Signal wires on met1:
Bar = 100 um. Supply wires on this layer in grey. Cells faint in the background.
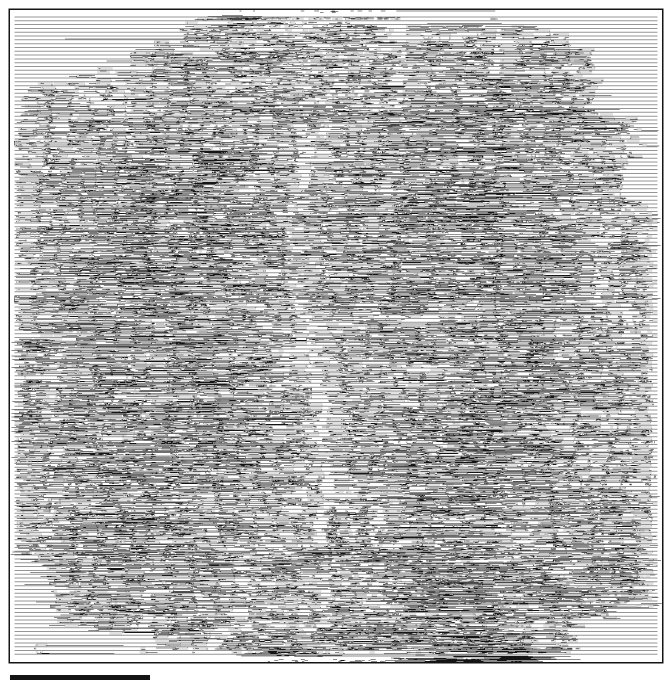
Sequential cells grouped by signal name:
Bar = 100 um. Other sequential cells in the stronger grey, the rest of the logic in the fainter grey.
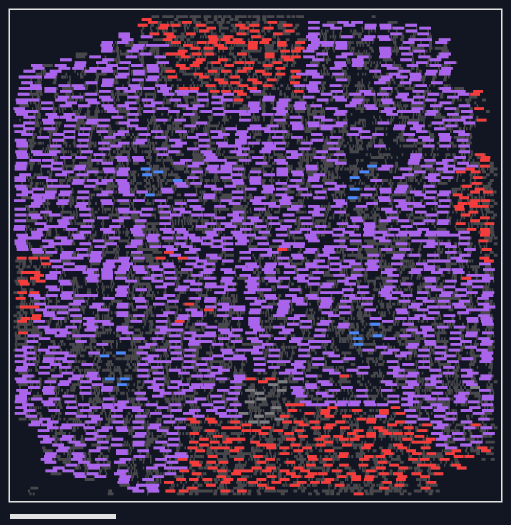
Nets reached from selected ports:
Bar = 100 um.
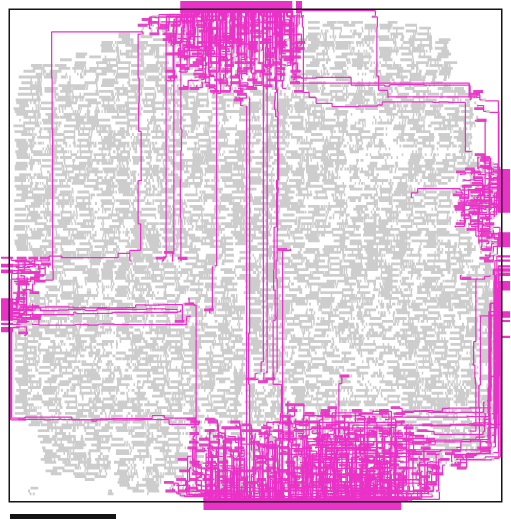
==> src/rtl/sliding_window_pkg.sv <==
// Shared geometry defaults, width helpers and state type for sliding_window_gen.
package sliding_window_pkg;

   localparam int unsigned DEF_DATA_WIDTH = 16;
   localparam int unsigned DEF_IMG_WIDTH  = 28;
   localparam int unsigned DEF_IMG_HEIGHT = 28;
   localparam int unsigned DEF_KERNEL     = 5;
   localparam int unsigned DEF_STRIDE     = 1;

   // Counter width able to hold 0..n-1; never narrower than one bit.
   function automatic int unsigned cnt_width(input int unsigned n);
      return (n < 2) ? 1 : $clog2(n);
   endfunction

   localparam int unsigned DEF_COL_W = cnt_width(DEF_IMG_WIDTH);
   localparam int unsigned DEF_ROW_W = cnt_width(DEF_IMG_HEIGHT);

   // Flat window slot of row r, column c for a k-wide window.
   function automatic int unsigned idx(input int unsigned r, input int unsigned c,
                                       input int unsigned k);
      return r * k + c;
   endfunction

   typedef enum logic {
      FILL   = 1'b0,
      ACTIVE = 1'b1
   } sw_state_e;

endpackage

==> src/rtl/sliding_window_gen_line_delay.sv <==
// Enable-gated DEPTH-pixel delay built as a circular buffer; contents are not reset.
module line_delay
   import sliding_window_pkg::*;
#(
   parameter int unsigned DATA_WIDTH = 16,
   parameter int unsigned DEPTH      = 28
) (
   input  logic                  clk,
   input  logic                  rst_n,
   input  logic                  en,
   input  logic [DATA_WIDTH-1:0] din,
   output logic [DATA_WIDTH-1:0] dout
);
   localparam int unsigned PTR_W = cnt_width(DEPTH);

   logic [DATA_WIDTH-1:0] mem [DEPTH];
   logic [PTR_W-1:0]      ptr_q;

   // Read-before-write at the same slot gives exactly DEPTH accepted pixels of delay.
   assign dout = mem[ptr_q];

   always_ff @(posedge clk) begin
      if (en) mem[ptr_q] <= din;
   end

   always_ff @(posedge clk or negedge rst_n) begin
      if (!rst_n)  ptr_q <= '0;
      else if (en) ptr_q <= (ptr_q == PTR_W'(DEPTH - 1)) ? '0 : ptr_q + PTR_W'(1);
   end

endmodule

==> src/rtl/sliding_window_gen.sv <==
// K x K sliding-window generator for raster pixel streams.
// Define SLIDING_WINDOW_OUTREG_EN to add one output register stage (2-cycle latency).
module sliding_window_gen
   import sliding_window_pkg::*;
#(
   parameter int unsigned DATA_WIDTH = DEF_DATA_WIDTH,
   parameter int unsigned IMG_WIDTH  = DEF_IMG_WIDTH,
   parameter int unsigned IMG_HEIGHT = DEF_IMG_HEIGHT,
   parameter int unsigned KERNEL     = DEF_KERNEL,
   parameter int unsigned STRIDE     = DEF_STRIDE
) (
   input  logic                                 CLK,
   input  logic                                 RST,
   input  logic [DATA_WIDTH-1:0]                data_in,
   input  logic                                 data_valid_in,
   input  logic                                 sof,
   output logic [KERNEL*KERNEL*DATA_WIDTH-1:0]  window,
   output logic                                 window_valid,
   output logic                                 frame_done
);
   localparam int unsigned COL_W = cnt_width(IMG_WIDTH);
   localparam int unsigned ROW_W = cnt_width(IMG_HEIGHT);
   localparam int unsigned PH_W  = cnt_width(STRIDE);
   localparam int unsigned WIN_W = KERNEL * KERNEL * DATA_WIDTH;

   sw_state_e             state_q, state_d, cur_state;
   logic [COL_W-1:0]      col_q, col_d, cur_col;
   logic [ROW_W-1:0]      row_q, row_d, cur_row;
   logic [PH_W-1:0]       col_ph_q, col_ph_d, cur_col_ph;
   logic [PH_W-1:0]       row_ph_q, row_ph_d, cur_row_ph;
   logic                  legal_c, last_c;
   logic                  valid_q, done_q;
   logic [DATA_WIDTH-1:0] win_q  [KERNEL][KERNEL];
   logic [DATA_WIDTH-1:0] row_in [KERNEL];
   logic [WIN_W-1:0]      win_flat;

   // Counters hold the position of the next pixel; sof forces the current one to (0,0).
   always_comb begin
      cur_col    = sof ? '0 : col_q;
      cur_row    = sof ? '0 : row_q;
      cur_col_ph = sof ? '0 : col_ph_q;
      cur_row_ph = sof ? '0 : row_ph_q;
      cur_state  = sof ? FILL : state_q;
      col_d      = col_q;
      row_d      = row_q;
      col_ph_d   = col_ph_q;
      row_ph_d   = row_ph_q;
      state_d    = state_q;
      legal_c    = 1'b0;
      last_c     = 1'b0;
      if (data_valid_in) begin
         legal_c = (cur_state == ACTIVE) && (cur_col >= COL_W'(KERNEL - 1)) &&
                   (cur_col_ph == '0) && (cur_row_ph == '0);
         last_c  = !sof && (cur_row == ROW_W'(IMG_HEIGHT - 1)) &&
                   (cur_col == COL_W'(IMG_WIDTH - 1));
         // Phases restart at 0 on reaching index K-1 and count modulo STRIDE after that.
         col_ph_d = ((cur_col < COL_W'(KERNEL - 1)) || (cur_col_ph == PH_W'(STRIDE - 1))) ?
                    '0 : cur_col_ph + PH_W'(1);
         row_d    = cur_row;
         row_ph_d = cur_row_ph;
         if (cur_col == COL_W'(IMG_WIDTH - 1)) begin
            col_d = '0;
            if (cur_row == ROW_W'(IMG_HEIGHT - 1)) begin
               row_d    = '0;
               row_ph_d = '0;
            end else begin
               row_d    = cur_row + ROW_W'(1);
               row_ph_d = ((cur_row < ROW_W'(KERNEL - 1)) ||
                           (cur_row_ph == PH_W'(STRIDE - 1))) ? '0 : cur_row_ph + PH_W'(1);
            end
         end else begin
            col_d = cur_col + COL_W'(1);
         end
         state_d = (row_d >= ROW_W'(KERNEL - 1)) ? ACTIVE : FILL;
      end
   end

   always_ff @(posedge CLK or negedge RST) begin
      if (!RST) begin
         state_q  <= FILL;
         col_q    <= '0;
         row_q    <= '0;
         col_ph_q <= '0;
         row_ph_q <= '0;
         valid_q  <= 1'b0;
         done_q   <= 1'b0;
      end else begin
         state_q  <= state_d;
         col_q    <= col_d;
         row_q    <= row_d;
         col_ph_q <= col_ph_d;
         row_ph_q <= row_ph_d;
         valid_q  <= legal_c;
         done_q   <= last_c;
      end
   end

   // Window rows shift left; the newest pixel of each row enters at column K-1.
   always_ff @(posedge CLK or negedge RST) begin
      if (!RST) begin
         for (int r = 0; r < int'(KERNEL); r++)
            for (int c = 0; c < int'(KERNEL); c++) win_q[r][c] <= '0;
      end else if (data_valid_in) begin
         for (int r = 0; r < int'(KERNEL); r++) begin
            for (int c = 0; c < int'(KERNEL) - 1; c++) win_q[r][c] <= win_q[r][c+1];
            win_q[r][KERNEL-1] <= row_in[r];
         end
      end
   end

   assign row_in[KERNEL-1] = data_in;

   for (genvar r = 0; r < KERNEL - 1; r++) begin : g_line
      line_delay #(
         .DATA_WIDTH (DATA_WIDTH),
         .DEPTH      (IMG_WIDTH)
      ) u_line_delay (
         .clk   (CLK),
         .rst_n (RST),
         .en    (data_valid_in),
         .din   (row_in[r+1]),
         .dout  (row_in[r])
      );
   end

   for (genvar r = 0; r < KERNEL; r++) begin : g_row
      for (genvar c = 0; c < KERNEL; c++) begin : g_col
         assign win_flat[idx(r, c, KERNEL)*DATA_WIDTH +: DATA_WIDTH] = win_q[r][c];
      end
   end

`ifdef SLIDING_WINDOW_OUTREG_EN
   logic [WIN_W-1:0] window_q;
   logic             window_valid_q, frame_done_q;

   always_ff @(posedge CLK or negedge RST) begin
      if (!RST) begin
         window_q       <= '0;
         window_valid_q <= 1'b0;
         frame_done_q   <= 1'b0;
      end else begin
         window_q       <= win_flat;
         window_valid_q <= valid_q;
         frame_done_q   <= done_q;
      end
   end

   assign window       = window_q;
   assign window_valid = window_valid_q;
   assign frame_done   = frame_done_q;
`else
   assign window       = win_flat;
   assign window_valid = valid_q;
   assign frame_done   = done_q;
`endif

endmodule
==> config.mk <==
export PLATFORM = sky130hd
export DESIGN_NAME = sliding_window_gen
export DESIGN_NICKNAME = d
export VERILOG_FILES = /design/src/rtl/sliding_window_pkg.sv /design/src/rtl/sliding_window_gen_line_delay.sv /design/src/rtl/sliding_window_gen.sv
export SDC_FILE = /design/constraint.sdc
export NUM_CORES = 2
export LEC_CHECK = 0
export ABC_AREA = 1
export CORE_MARGIN = 3
export CORE_UTILIZATION = 45
export DETAILED_ROUTE_END_ITERATION = 6
export GPL_ROUTABILITY_DRIVEN = 1
export GPL_TIMING_DRIVEN = 0
export PLACE_DENSITY_LB_ADDON = 0.08
export SKIP_LAST_GASP = 1
export SLEW_MARGIN = 15
export SYNTH_ARGS = -nofsm -noshare
export SYNTH_HDL_FRONTEND = slang
export SYNTH_HIERARCHICAL = 1
export SYNTH_SLANG_ARGS = --single-unit
==> constraint.sdc <==
create_clock -name CLK -period 4.2 [get_ports CLK]
set_input_delay 0.84 -clock CLK [delete_from_list [all_inputs] [get_ports CLK]]
set_output_delay 0.84 -clock CLK [all_outputs]
set_load 0.05 [all_outputs]
==> out/qor.yml <==
run:
  warnings: 45
  max-cap-violations: 0
timing:
  max_freq_mhz: 290
  relSlewSlack: 0.202
  min_period_ps: 3450
  drv_slew: 0
  timing.hold.ws_ps: 319
  hold_violations: 0
hold_path:
  min-delay-start: "sof"
  min_path_cells: 2
  hold_class: "primary input to flop"
grt:
  antenna_found_initial: 12
  grt_max_degree: 100
  grt_remaining_overflow: 0
  first_global_vias: 63800
  met2_usage: 0.448
  top_usage_layer: "met2"
critical_path:
  cpPeakStageDelay_ps: 560
  crit_slowest_cell: "nand3_2"
  crit-reg2reg-launch: "g_line[1].u_line_delay/ptr_q[0]"
  start_kind: "flop"
  endpoint_kind: "flop"
  r2r-end: "window[154]"
  crit_chain: "inv_2, buf_2, buf_2, nand2_1, nand3_1, nand2_1, nand2_1, nand2_1, nand2_1, nand3_2, buf_16, nand2_1, o21ai_0"
  cp-endpoint: "window[154]"
  criticalPathCategory: "flop to flop"
  reg2reg_slack_ps: 750
logic_synthesis:
  syn-num-nets: 9590
  xor_share: 0.000185
  yosys_warnings: 6
  ys_async_sr_fraction: 0.195
  ys_cells: 9547
  synthTopLogicFamily: "simple AND/OR/NAND/NOR gates"
  ys.flops: 2227
  synth.distinct_cells: 33
  ys_sh_aoi: 0.0238
  synthCells: 9547
  synthMuxAreaShare: 0
  yosysSeqAreaShare: 0.684
  fa_ha_area_frac: 0.00304
  ys.flop_type: "edfxtp_1"
clock_tree:
  cts_tree: "yes"
  holdBufCountCts: 1
  cts_buffers: 235
  postCtsSetupBuffers: 0
  cts.sinks: 2227
  clk_pin_slew_ps: 60
  cts_max_level: 4
die:
  initial_utilization: 0.455
  dieArea_um2: 216000
  die.size.x_um: 465
  rows: 167
outcome:
  status: "complete, no violations"
route:
  ant_nets: 0
  first_pass_iters: 6
  drt_iter0_drc: 6997
  via_per_inst: 5.06
power:
  p_int_w: 0.0509
  power.density_nw_per_um2: 745
  p_total_w: 0.0842
  power_frac_clock: 0.243
  pwr-share-seq: 0.383
  total_leakage_power_nw: 50.1
  p_sw_frac: 0.396
  vdd_drop_max_v: 0.000475
placement:
  routabilityCongestion: 0.926
  dp_hpwl_um: 225000
cells_and_area:
  drive_gt1_frac: 0.0950
  layout.nets: 10400
-- 'signal wires on met1' (at the start) --
main direction: horizontal
share of all routed wire: 42%
longest straight run: 174 um
wire length on this layer: 131 mm
Total Wirelength: 309,000 um
met1 Track Usage GR: 0.398
vias: 67.5k

-- 'sequential cells grouped by signal name' (at the start) --
[purple] g_line.u_line_delay/mem | sequential cells: 1,792 | where: all over the die
[red] window | sequential cells: 400
[blue] g_line.u_line_delay/ptr_q | sequential cells: 20
Seq area share: 0.572
Seq group: 0.0322 W
Final Util: 0.543

-- 'nets reached from selected ports' (at the start) --
[magenta] window | bits: 400 | direction: output | end cells: 400 | buffers: 400 | wire: 35.3 mm
Port Buf Inserts: 420
boundary pin count: 422

[cells by family (layout without fill, tap and decap cells)]
group,count (synthesis),count (layout)
compound gates,447,447
xor+xnor,2,2
fa+ha+maj,23,23
flops,2227,2227
buf+inv,1943,2940
simple gates,4905,4905
other cells,0,11
[critical path, delay by kind of cell (launching register included)]
family	cells	cell delay, ps
buffers and inverters	4	1430
and+or+nand+nor	8	1280
DFF	1	470
AOI/OAI and AO/OA	1	70
[final cells by class]
type                    instances  area, um^2  area share
flip-flops and latches       2227       64700       0.572
multi-input cells            5377       22500       0.199
clock buffers                 354        6940      0.0614
repair buffers                557        6730      0.0595
inverters                    1504        5650      0.0500
well taps                    2788        3490      0.0309
plain buffers                 439        2290      0.0202
clock inverters                86         666     0.00589
diodes                         11        27.5    0.000244
[power by group through the flow]
stage | logic (W) | registers (W) | clock network [W]
after floorplan | 0.0110 | 0.0364 | 0
after global placement | 0.0280 | 0.0334 | 0
after detailed placement | 0.0315 | 0.0327 | 0
after CTS | 0.0316 | 0.0322 | 0.0208
after global routing | 0.0333 | 0.0325 | 0.0217
final | 0.0315 | 0.0322 | 0.0204
[routing by layer]
| layer | up-vias | share of wire |
|---|---|---|
| met5 | - | 0.000042 |
| met4 | 2 | 0.046 |
| met3 | 501 | 0.069 |
| met2 | 2549 | 0.46 |
| met1 | 32800 | 0.42 |
| li1 | 31700 | - |
[state kept, by name, summed over array words and instances (netlist names)]
signal                     flops
col_q                          5
col_ph_q                       1
window_valid                   1
g_line.u_line_delay/mem     1792
window                       400
state_q                        1
row_ph_q                       1
g_line.u_line_delay/ptr_q     20
frame_done                     1
row_q                          5
[cell usage after synthesis (4+ instances only)]
library cell  number  area share
a21oi_1           69      0.0036
buf_1              7     0.00028
buf_2            249       0.013
buf_4             52      0.0041
buf_6             17      0.0020
clkbuf_1         114      0.0045
clkinv_1           4     0.00016
dfrtp_1          435        0.12
edfxtp_1        1792        0.57
ha_1              23      0.0030
inv_1           1485       0.059
inv_2             14     0.00056
nand2_1         3932        0.16
nand3_1          673       0.036
nor2_1           268       0.011
nor3_1             9     0.00048
nor3_2             5     0.00053
nor3_4             8      0.0014
nor3b_1            4     0.00032
o21ai_0          358       0.019
o21ai_1           12     0.00063
o22ai_1            6     0.00040
[per-stage QoR]
step           area, um^2  instances  worst slack (ps)
2_1_floorplan       94600       9547              1680
3_3_place_gp       102000      12800            -18930
3_5_place_dp       105000      12900               131
4_1_cts            113000      13300               753
5_1_grt            113000      13300               647
6_report           113000      13300               746
[placed cells by master (no fill, tap or decap), types with 4 or more instances in the layout]
cell type	count
buf_6	32
dfrtp_1	435
nor3_2	5
a21oi_1	69
nand3_1	628
o22ai_1	6
nand3_2	46
inv_2	14
inv_6	4
diode_2	11
nor2_1	156
clkinv_1	36
o21ai_1	12
o21ai_0	358
ha_1	23
buf_2	266
nor3_4	8
nor3_1	9
clkbuf_8	29
nand2_2	4
inv_1	1485
nand2_1	3929
buf_4	52
clkinv_2	36
bufinv_16	9
buf_8	64
clkdlybuf4s50_1	402
edfxtp_1	1792
nor2_2	109
clkbuf_16	250
buf_12	16
clkbuf_1	186
nor3b_1	4
buf_16	42
buf_1	7
No activity file was given, so power comes from the tool's default toggle rates.
